Placement view:
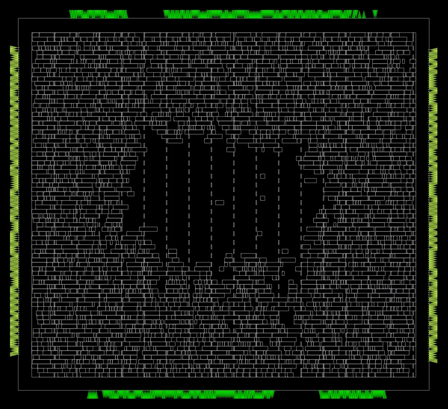
I/O pins on the die edge:
Bar = 100 um. Pins as bars across the die edge, other pins in gray.
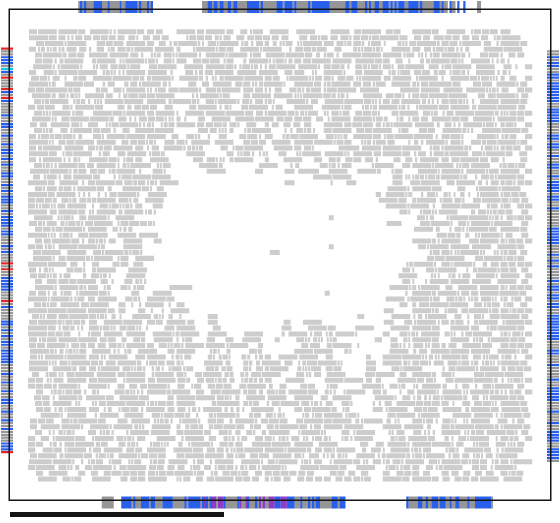
Zoomed window:
Window x 180 to 200, y 162 to 182 um. Cells in gray, sequential cells in the stronger gray; small squares are vias.
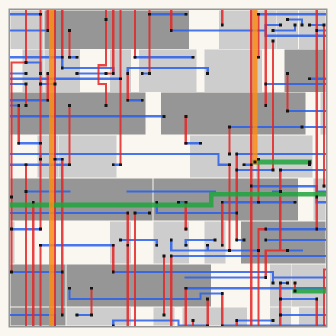
**src/rtl/id_ex_stage_buf_if.sv**
```systemverilog
// ============================================================================
// Module   : id_ex_stage_buf_if
// Brief    : Handshake bus between decode, the ID/EX buffer and execute.
// Revision : 1.0 - initial release
// ============================================================================
`default_nettype none

interface id_ex_stage_buf_if #(
  parameter int DATA_W = 288,
  parameter int CTRL_W = 8
);
  logic              in_valid;
  logic              in_ready;
  logic [DATA_W-1:0] in_data;
  logic [CTRL_W-1:0] in_ctrl;
  logic              out_valid;
  logic              out_ready;
  logic [DATA_W-1:0] out_data;
  logic [CTRL_W-1:0] out_ctrl;

  modport master (
    output in_valid, in_data, in_ctrl, out_ready,
    input  in_ready, out_valid, out_data, out_ctrl
  );

  modport slave (
    input  in_valid, in_data, in_ctrl, out_ready,
    output in_ready, out_valid, out_data, out_ctrl
  );
endinterface

`default_nettype wire

```
**src/rtl/id_ex_stage_buf.sv**
```systemverilog
// ============================================================================
// Module   : id_ex_stage_buf
// Brief    : ID/EX boundary register with 2-entry skid buffer, flush,
//            control bubble masking and a saturating stall counter.
// Revision : 1.0 - initial release
// ============================================================================
`default_nettype none

module id_ex_stage_buf #(
  parameter int DATA_W = 288,
  parameter int CTRL_W = 8,
  parameter int CNT_W  = 16
) (
  input  logic             clk,
  input  logic             rst,
  id_ex_stage_buf_if.slave bus,
  input  logic             flush,
  input  logic             cnt_clr,
  output logic [CNT_W-1:0] stall_cnt
);

  localparam logic [1:0] ST_EMPTY = 2'b00;
  localparam logic [1:0] ST_ONE   = 2'b10;
  localparam logic [1:0] ST_FULL  = 2'b11;

  logic              main_v_q, main_v_d;
  logic              skid_v_q, skid_v_d;
  logic [DATA_W-1:0] main_data_q, main_data_d;
  logic [CTRL_W-1:0] main_ctrl_q, main_ctrl_d;
  logic [DATA_W-1:0] skid_data_q, skid_data_d;
  logic [CTRL_W-1:0] skid_ctrl_q, skid_ctrl_d;
  logic [CNT_W-1:0]  stall_cnt_q, stall_cnt_d;

  logic       w_accept;
  logic       w_deliver;
  logic [1:0] w_state;

  assign w_state   = {main_v_q, skid_v_q};
  assign w_accept  = bus.in_valid & ~skid_v_q;
  assign w_deliver = main_v_q & bus.out_ready;

  always_comb begin
    main_v_d    = main_v_q;
    skid_v_d    = skid_v_q;
    main_data_d = main_data_q;
    main_ctrl_d = main_ctrl_q;
    skid_data_d = skid_data_q;
    skid_ctrl_d = skid_ctrl_q;

    case (w_state)
      ST_EMPTY: begin
        if (w_accept) begin
          main_v_d    = 1'b1;
          main_data_d = bus.in_data;
          main_ctrl_d = bus.in_ctrl;
        end
      end
      ST_ONE: begin
        if (w_accept && w_deliver) begin
          main_data_d = bus.in_data;
          main_ctrl_d = bus.in_ctrl;
        end else if (w_accept) begin
          skid_v_d    = 1'b1;
          skid_data_d = bus.in_data;
          skid_ctrl_d = bus.in_ctrl;
        end else if (w_deliver) begin
          main_v_d = 1'b0;
        end
      end
      ST_FULL: begin
        if (w_deliver) begin
          main_data_d = skid_data_q;
          main_ctrl_d = skid_ctrl_q;
          skid_v_d    = 1'b0;
        end
      end
      default: begin
        // skid-only is unreachable; recover to EMPTY
        main_v_d = 1'b0;
        skid_v_d = 1'b0;
      end
    endcase

    if (flush) begin
      main_v_d = 1'b0;
      skid_v_d = 1'b0;
    end
  end

  always_comb begin
    stall_cnt_d = stall_cnt_q;
    if (cnt_clr) begin
      stall_cnt_d = '0;
    end else if (main_v_q && !bus.out_ready && (stall_cnt_q != {CNT_W{1'b1}})) begin
      stall_cnt_d = stall_cnt_q + CNT_W'(1);
    end
  end

  always_ff @(posedge clk or posedge rst) begin
    if (rst) begin
      main_v_q    <= 1'b0;
      skid_v_q    <= 1'b0;
      main_data_q <= '0;
      main_ctrl_q <= '0;
      skid_data_q <= '0;
      skid_ctrl_q <= '0;
      stall_cnt_q <= '0;
    end else begin
      main_v_q    <= main_v_d;
      skid_v_q    <= skid_v_d;
      main_data_q <= main_data_d;
      main_ctrl_q <= main_ctrl_d;
      skid_data_q <= skid_data_d;
      skid_ctrl_q <= skid_ctrl_d;
      stall_cnt_q <= stall_cnt_d;
    end
  end

  assign bus.in_ready  = ~skid_v_q;
  assign bus.out_valid = main_v_q;
  assign bus.out_data  = main_data_q;
  // Invalid slot must look like a NOP to execute
  assign bus.out_ctrl  = main_v_q ? main_ctrl_q : '0;
  assign stall_cnt     = stall_cnt_q;

endmodule

`default_nettype wire

```
**src/flat_wrapper.sv**
```systemverilog
// flat-port wrapper written by rule: the top's interface ports become plain ports
module id_ex_stage_buf_flat 
#(
  parameter int DATA_W = 288,
  parameter int CTRL_W = 8,
  parameter int CNT_W  = 16
)
  (clk, rst, flush, cnt_clr, stall_cnt, bus_in_valid, bus_in_data, bus_in_ctrl, bus_out_ready, bus_in_ready, bus_out_valid, bus_out_data, bus_out_ctrl);
  id_ex_stage_buf_if #(.DATA_W(DATA_W), .CTRL_W(CTRL_W)) bus_i ();
  input  logic clk;
  input  logic rst;
  input  logic flush;
  input  logic cnt_clr;
  output logic [CNT_W-1:0] stall_cnt;
  input wire logic [$bits(bus_i.in_valid)-1:0] bus_in_valid;
  input wire logic [$bits(bus_i.in_data)-1:0] bus_in_data;
  input wire logic [$bits(bus_i.in_ctrl)-1:0] bus_in_ctrl;
  input wire logic [$bits(bus_i.out_ready)-1:0] bus_out_ready;
  output wire logic [$bits(bus_i.in_ready)-1:0] bus_in_ready;
  output wire logic [$bits(bus_i.out_valid)-1:0] bus_out_valid;
  output wire logic [$bits(bus_i.out_data)-1:0] bus_out_data;
  output wire logic [$bits(bus_i.out_ctrl)-1:0] bus_out_ctrl;
  assign bus_i.in_valid = bus_in_valid;
  assign bus_i.in_data = bus_in_data;
  assign bus_i.in_ctrl = bus_in_ctrl;
  assign bus_i.out_ready = bus_out_ready;
  assign bus_in_ready = bus_i.in_ready;
  assign bus_out_valid = bus_i.out_valid;
  assign bus_out_data = bus_i.out_data;
  assign bus_out_ctrl = bus_i.out_ctrl;
  id_ex_stage_buf #(.DATA_W(DATA_W), .CTRL_W(CTRL_W), .CNT_W(CNT_W)) u_core (.clk(clk), .rst(rst), .bus(bus_i), .flush(flush), .cnt_clr(cnt_clr), .stall_cnt(stall_cnt));
endmodule
```
**config.mk**
```make
export PLATFORM = sky130hd
export DESIGN_NAME = id_ex_stage_buf_flat
export DESIGN_NICKNAME = d
export VERILOG_FILES = /design/src/rtl/id_ex_stage_buf_if.sv /design/src/rtl/id_ex_stage_buf.sv /design/src/flat_wrapper.sv
export SDC_FILE = /design/constraint.sdc
export NUM_CORES = 1
export LEC_CHECK = 0
export CAP_MARGIN = 20
export CORE_ASPECT_RATIO = 0.9
export CORE_MARGIN = 8
export CORE_UTILIZATION = 50
export CTS_BUF_LIST = sky130_fd_sc_hd__clkbuf_8
export DETAILED_ROUTE_END_ITERATION = 6
export PLACE_DENSITY = 0.81
export SYNTH_ARGS = -nofsm -noshare
export SYNTH_HDL_FRONTEND = slang
export SYNTH_SLANG_ARGS = --single-unit
```
**constraint.sdc**
```tcl
create_clock -name clk -period 70.7 [get_ports clk]
set_clock_uncertainty 0.15 [all_clocks]
set_input_delay 17.675 -clock clk [delete_from_list [all_inputs] [get_ports clk]]
set_output_delay 17.675 -clock clk [all_outputs]
set_load 0.01 [all_outputs]
```
==> summary.txt <==
flow finished, numbers: Critical Path Fanout Max=101, Worst-Skew Late Latency=about 0.68 ns, multi-input combinational cell count=1578, routed via count divided by cell count=roughly 5.5, result of the run=completed, Reg area=0.0153 mm2, Crit path arrival time=21.43 ns, sequential-to-total area share from yosys stat=60.4%, number of nets still failing antenna checks after routing=0, number of iterations in the first detailed-routing pass=5, Inverters, non-clock=3, via count of the first global-routing pass=21100, maximum number of pins on one net before global-route repair=approximately 180, Crit Path Category=input pin to flip-flop, synthesized cell area=0.0253 mm2, number of H-tree levels=3, per-cell routed wire length=20.5 um, ClkCell Share=6.54%, Hold Path Cell Cnt=1, antenna violations before repair=14, Largest cells by area=sky130_fd_sc_hd__dfrtp_1 (60%), sky130_fd_sc_hd__mux2_2 (14%), sky130_fd_sc_hd__nand2_1 (8.9%), worst relative slew slack=18.2%, post-synth tally of flip-flops with integrated enable=0, Clock group=between 0.3 and 0.4 mW, GRT met1 Usage=about 29%, total I/O pin count=roughly 620, clk root buf=sky130_fd_sc_hd__clkbuf_8, Max-area cell class=sequential cells, maximum achievable frequency=between 0.04 and 0.05 GHz, wire length of the first global-routing pass=~120000 um, Layout Nets=3235, commonest non-fill, non-tap cell in the layout=sky130_fd_sc_hd__clkdlybuf4s50_1, yosys warns=0, max-slew violations=0, P&R area growth vs syn=34.8%, length of routed wiring on met1=roughly 28000 um, count of final hold-check violations=0, Chip Area, Yosys=between 0.02 and 0.03 mm2, post-DP HPWL=50800 um, Cell Int Power=around 0.7 mW, Worst Path Required=a little over 70 ns, leading cell types in the layout, fill and taps excluded=sky130_fd_sc_hd__clkdlybuf4s50_1 (615), sky130_fd_sc_hd__dfrtp_1 (610), sky130_fd_sc_hd__nand2_1 (597), Total GRT Usage=25.3%, final cell area excluding filler cells=~0.034 mm2
-- 'placement view' (at the start) --
Taps Inserted: 680
Fillers: 3531
site row count: 78

-- 'I/O pins on the die edge' (at the start) --
color	port	pins	direction	edge
cyan	clk	1	input	west
red	bus_in_ctrl	8	input	west
blue	bus_out_data	288	output	82 north, 76 east, 71 south, 59 west
purple	stall_cnt	16	output	south

-- 'zoomed window' (at the start) --
color	layer
red	M2
orange	M4
blue	M1
green	M3
most frequent	clkdlybuf4s50_1 (7), dfrtp_1 (7), nand2_1 (5)
sequential cells in the window	7
netlist names of flops here include	u_core.skid_data_q (4), u_core.bus.out_data (3)
cells with their middle in the window	26

## cell families after synthesis
logic type	share of synthesized area, %
DFF	60.4
adders and majority gates	0.0495
muxes	13.7
and+or+nand+nor	14.7
buffers and inverters	3.28
AOI/OAI and AO/OA	7.82
## worst reg2reg max path, cell delays in order, from the launching register on
cell,delay [ns]
sky130_fd_sc_hd__dfrtp_1,0.66
sky130_fd_sc_hd__and2b_1,0.38
sky130_fd_sc_hd__nor3_4,0.17
sky130_fd_sc_hd__buf_4,0.79
sky130_fd_sc_hd__buf_4,0.84
sky130_fd_sc_hd__buf_4,0.86
sky130_fd_sc_hd__nor2_1,0.19
sky130_fd_sc_hd__a31oi_1,0.17
## final timing paths
kind	start	endpoint	slack (ns)
max in group asynchronous	rst	u_core.bus.out_data[238]$_DFFE_PP0P_	50.50
worst max-delay path	bus_out_ready	u_core.bus.out_data[95]$_DFFE_PP0P_	49.70
worst max register to register	u_core.bus.out_valid$_DFFE_PP0P_	u_core.bus.out_data[95]$_DFFE_PP0P_	66.40
worst min-delay path	u_core.skid_data_q[197]$_DFFE_PP0P_	u_core.skid_data_q[197]$_DFFE_PP0P_	0.35
worst min register to register	u_core.skid_data_q[197]$_DFFE_PP0P_	u_core.skid_data_q[197]$_DFFE_PP0P_	0.35
min in group asynchronous	rst	u_core.bus.out_data[122]$_DFFE_PP0P_	17.43
## flip-flops by register name (all words and copies together), names as in the netlist
| name | count |
|---|---|
| u_core.bus.out_data | 288 |
| u_core.bus.out_valid | 1 |
| u_core.main_ctrl_q | 8 |
| u_core.skid_ctrl_q | 8 |
| u_core.skid_data_q | 288 |
| u_core.skid_v_q | 1 |
| u_core.stall_cnt | 16 |
Power and IR drop assume default switching activity.
